Run 1, M4 wires:
Drawn at 1.5 px/µm.
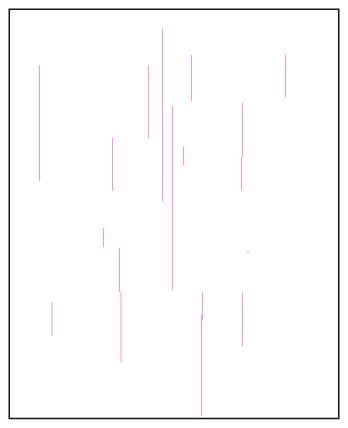
Run 1, clock nets:
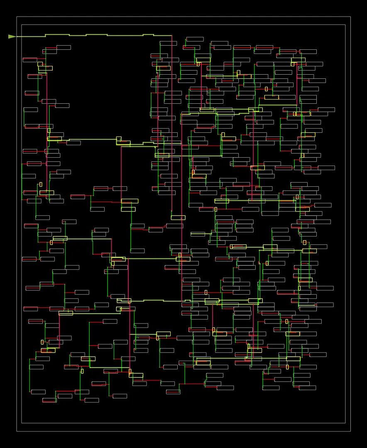
Run 1, I/O pins on the die edge:
Drawn at 1.5 px/µm. Pins as bars across the die edge, other pins in gray.
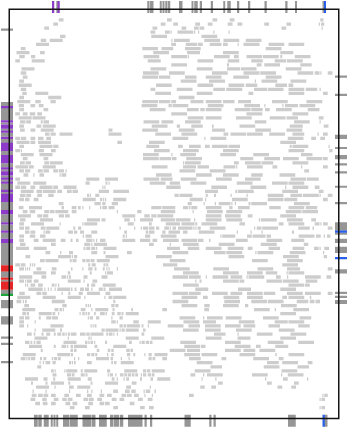
==> config.mk <==
export PLATFORM = sky130hd
export DESIGN_NAME = apbdma_backend
export DESIGN_NICKNAME = d
export VERILOG_FILES = /design/src/rtl/apbdma_backend.sv
export SDC_FILE = /design/constraint.sdc
export NUM_CORES = 1
export LEC_CHECK = 0
export CORE_ASPECT_RATIO = 1.25
export CORE_MARGIN = 3
export CORE_UTILIZATION = 25
export CTS_BUF_LIST = sky130_fd_sc_hd__clkbuf_16
export DETAILED_ROUTE_END_ITERATION = 12
export GPL_TIMING_DRIVEN = 0
export HOLD_SLACK_MARGIN = 0.15
export MAX_ROUTING_LAYER = met4
export PLACE_DENSITY_LB_ADDON = 0.12
export SLEW_MARGIN = 25
export SYNTH_ARGS = -nofsm -noshare
export SYNTH_HDL_FRONTEND = slang
export SYNTH_SLANG_ARGS = --single-unit
==> constraint.sdc <==
create_clock -name clk_i -period 6.55 [get_ports clk_i]
set_clock_uncertainty 0.2 [all_clocks]
set_input_delay 1.31 -clock clk_i [delete_from_list [all_inputs] [get_ports clk_i]]
set_output_delay 1.31 -clock clk_i [all_outputs]
set_load 0.02 [all_outputs]
==> notes.md, run 1 <==
Reports from this run.

- The number of DRC violations after detailed routing is 0.
- For this run, the share of the core covered by cells in the final layout is 0.341.
- Setup repair after global routing left no endpoint under its margin.
- The footprint of the multi-input gates is 0.00402 mm².
- The count of instantiated cells in the yosys netlist is 846.
- The number of stages on the worst hold path reads 2.
- The post-route antenna net violation count reads 0.
- Entering global routing, the biggest net connects 50 pins.
- The transition time recorded at the tightest slew-check pin is 1.05 ns.
- The final global-route overflow total reads 0.
- The final report lists a non-filler cell total of 1,904.
- The via count of the first global-routing pass is 9,231.
- The cell-mix breakdown from Yosys lists the simple-gate area share as 0.0691.
- In the post-synthesis netlist, the biggest area contributors are edfxtp_1 54%, dfrtp_1 16%, mux4_2 10%.
- In the final layout, excluding clock inverters the inverter count is 16.
- The flow ran to the end, and the final reports show no timing, DRC or antenna violations.
- The number of buffer and inverter stages on the critical path is 3.
- In this run, the synthesized area fraction spent on xor and xnor cells is recorded as 0.0149.
- The type of the worst min-delay path is reg2reg.
- The count of placed standard cells including taps is 1,828.
- The number of flip-flops under the largest register name is 256.
- The maximum vdd ir drop is 0.276 mV.
- The first-iteration detailed-routing DRC count reads 307.
- The placed instances occupy a cell area of 0.0177 mm².
- Per the synth stats, the flop cell with the highest instance count is edfxtp_1.
- The fraction of final cell area spent on clock buffers and inverters in this run is 0.0633.
- The clock-pin transition on the worst setup and hold timing paths is 0.05 ns.
- The report lists the number of standard-cell rows as 96.
- Once the clock tree was built, the setup fixing pass inserted 0 buffers.
- The final layout report lists a filler cell count of 5,401.
- Per the timing report, the biggest fanout along the worst path comes to 10.
- The root cell of the clock tree is clkbuf_16.
- The longest clock path from root to sink contains 3 buffers.
- Headroom to the max-slew limit came out at 0.301.
- The post-synthesis sequential area ratio reads 0.700.
- The fraction of power consumed by sequential logic reads 0.358.
- The total power of the final layout is 8350 µW.
- The final timing report lists a hold violation count of 0.
- The non-clock buffering overhead in the final layout reads 0.149.
- The commonest cells after synthesis are 256 x edfxtp_1, 88 x dfrtp_1, 64 x mux4_2.
- The number of H-tree levels is 2.
- The cell taking the most area after synthesis reads edfxtp_1.
- STA classifies the critical path startpoint as a flop.
- The combinational share of power reads 0.396.
- The number of violations of the max-capacitance limit reads 0.
- The TritonCTS clock tree reads done.
## Picture notes: 'M4 wires'
nets with wire on the layer: 7
longest straight run: 122 µm
wirelength, routed: 38.5 mm
count of vias placed by the detailed router: 8,358

## Picture notes: 'clock nets'
layout clock buffer count: 41
Late-Pin Clk Latency: 0.55 ns
number of buffers inserted during clock tree synthesis: 41
Clock net power: 2060 µW
final sequential cell count: 344

## Picture notes: 'I/O pins on the die edge'
[`wdata_i`] purple | pins: 32 | direction: input | edge: 30 left, 2 top
[`pready_i`] green | pins: 1 | direction: input | edge: left
[`num_bytes_i`] red | pins: 8 | direction: input | edge: left
[`pstrb_o`] blue | pins: 4 | direction: output | edge: 2 right, 1 bottom, 1 top
width of the die: 219 µm
Die Span Y: 272 µm
total of buffers placed on input and output ports: 219

## run 1: cells in the final DEF, fill, tap and decap left out, types with 8 or more instances in the layout
cell / count
a31oi_1: 14
buf_16: 8
buf_4: 16
clkbuf_1: 27
clkbuf_16: 41
clkdlybuf4s50_1: 218
conb_1: 8
dfrtp_1: 88
edfxtp_1: 256
ha_1: 13
inv_1: 30
mux2_2: 34
mux2i_1: 34
mux4_2: 64
nand2_1: 58
nand3_1: 17
nand4_1: 8
nor2_1: 55
o21ai_0: 22
o31ai_1: 12
or4_1: 14
xnor2_1: 14
xor2_1: 10
## run 1: power by group through the flow
stage	logic [µW]	clock network (µW)	registers [µW]
after CTS	3400	2150	2990
after global routing	3600	2230	3040
final	3310	2060	2990
after global placement	3330	0	3030
after detailed placement	3380	0	3030
after floorplan	1640	0	3220
Run 1, signal wires by layer:
Drawn at 1 px/µm. Two of the layers only.
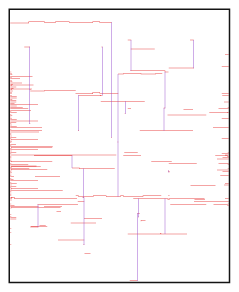

==> inputs of run 2 (changes only) <==
==> constraint.sdc (replaced) <==
create_clock -name clk_i -period 4.1 [get_ports clk_i]
set_clock_uncertainty 0.2 [all_clocks]
set_input_delay 0.82 -clock clk_i [delete_from_list [all_inputs] [get_ports clk_i]]
set_output_delay 0.82 -clock clk_i [all_outputs]
set_load 0.02 [all_outputs]
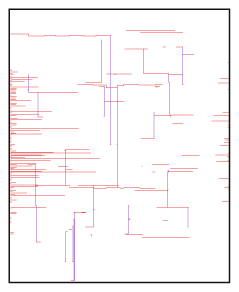
Run 2: signal wires by layer
Drawn at 1 px/µm. Two of the layers only.
[M4] purple | wire length: 887 µm
[M3] red | wire length: 2,520 µm
global routing usage summed across all routing layers: 0.138
count of vias placed by the detailed router: 8,452

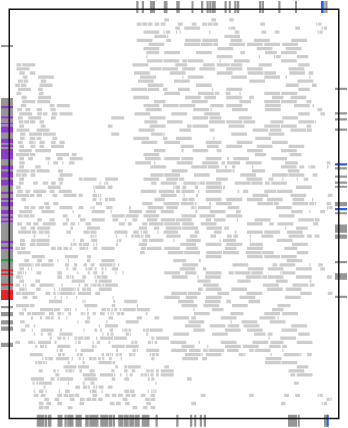
Run 2: I/O pins on the die edge
Drawn at 1.5 px/µm. Pins as bars across the die edge, other pins in gray.
[`num_bytes_i`] red | pins: 8 | direction: input | edge: left
[`wdata_i`] purple | pins: 32 | direction: input | edge: left
[`pstrb_o`] blue | pins: 4 | direction: output | edge: 2 right, 1 bottom, 1 top
[`pready_i`] green | pins: 1 | direction: input | edge: left

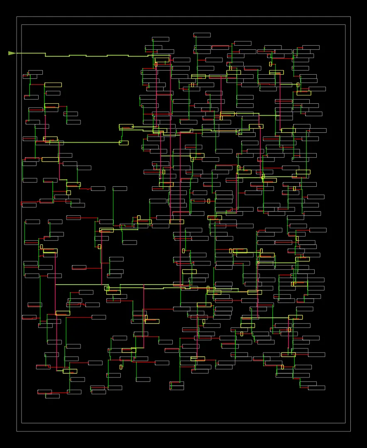
Run 2: clock nets
number of buffers inserted during clock tree synthesis: 40
total number of clock tree sinks: 344
Late-Pin Clk Latency: 0.54 ns
layout clock buffer count: 40

==> run 2 against run 1 <==
Against the previous run:
- critical path depth unchanged
- via count is 1.1% higher
- non-clock buffer count down 2
- power increased by 61%
- core utilization up 0.22 points
- synthesized cell count unchanged
- flip-flop count unchanged
- cell area grew 0.64%
- hold slack better by 0.0030 ns
- sequential share of layout area fell by 0.33 points
- register-to-register slack got worse by 2.2 ns
- first-iteration DRC count is 14% higher
==> notes.md, run 2 <==
Reports from this run.

- The flip-flop cell with the highest count after synthesis reads edfxtp_1.
- The combinational share of power reads 0.398.
- The cell taking the most area after synthesis reads edfxtp_1.
- The flow ran to the end, and the final reports show no timing, DRC or antenna violations.
- The maximum vdd ir drop reads 0.329 mV.
- The most frequent logic cell in the layout reads edfxtp_1.
- The commonest cells after synthesis are 256 x edfxtp_1, 88 x dfrtp_1, 64 x mux4_2.
- The xor and xnor area share after synthesis reads 0.0149.
- The most common logic cells in the final layout are 256 x edfxtp_1, 218 x clkdlybuf4s50_1, 88 x dfrtp_1.
- Setup repair after global routing could not meet its margin everywhere.
- TritonCTS built the clock tree.
- After synthesis, the cell types taking the most area are edfxtp_1 54%, dfrtp_1 16%, mux4_2 10%.
- The biggest fanout along the worst timing path is 10.
- The placement row count reads 96.
- The final core utilization is 0.344.
- The reported sequential group power is 4790 µW.
- The routed design has 38.9 mm of wire.
- The timing report notes that buffer and inverter cells on the critical path total 3.
- The layout has 5,407 filler cells.
- The type recorded for the worst min-delay path is reg2reg.
- On the reported timing paths, the clock transition at the registers reads 0.06 ns.
- The critical path startpoint category is a flop.
- The group drawing the most power reads combinational logic.
- The post-synthesis sequential area ratio is 0.700.
- The post-route antenna net violation count is 0.
- The first routing iteration left 349 violations.
- The power consumed by the clock network is 3290 µW.
- The power drawn by the combinational cells is 5350 µW.
- The slew at the pin with the worst max-slew slack reads 0.865 ns.
- Counting along the longest clock path gives a buffer depth of 3.
- The via count of the first global-routing pass was 9,575.
- The remaining max-slew budget at the tightest pin is 0.423.
- The hold violation count in the final report is 0.
- The final global-route overflow total reads 0.
- The total of buffers placed on input and output ports reads 219.
- The pin count of the biggest net entering global routing reads 50.
- Along the worst hold path, the cell count comes to 2.
-- run 2: cell counts after synthesis --
Identical to the previous run, type by type.
-- run 2: metrics by stage --
stage	total power, µW	TNS, ns	hold slack (ns)
6_report	13400	0	0.286
5_1_grt	14300	-0.0509	0.314
4_1_cts	13700	0	0.284
3_5_place_dp	10300	0	0.269
3_3_place_gp	10200	-658.75	0.272
2_1_floorplan	7760	0	0.247
-- run 2: area by class of cell --
class / instances / share of cell area
Multi-Input combinational cell: 442 / 0.212
Antenna cell: 5 / 0.000658
Sequential cell: 344 / 0.520
Timing Repair Buffer: 239 / 0.137
Inverter: 16 / 0.00316
Buffer: 50 / 0.0156
Clock buffer: 40 / 0.0526
Clock inverter: 32 / 0.0105
Tap cell: 735 / 0.0483
Power figures rest on the tool's default switching activity, not on a simulated workload.
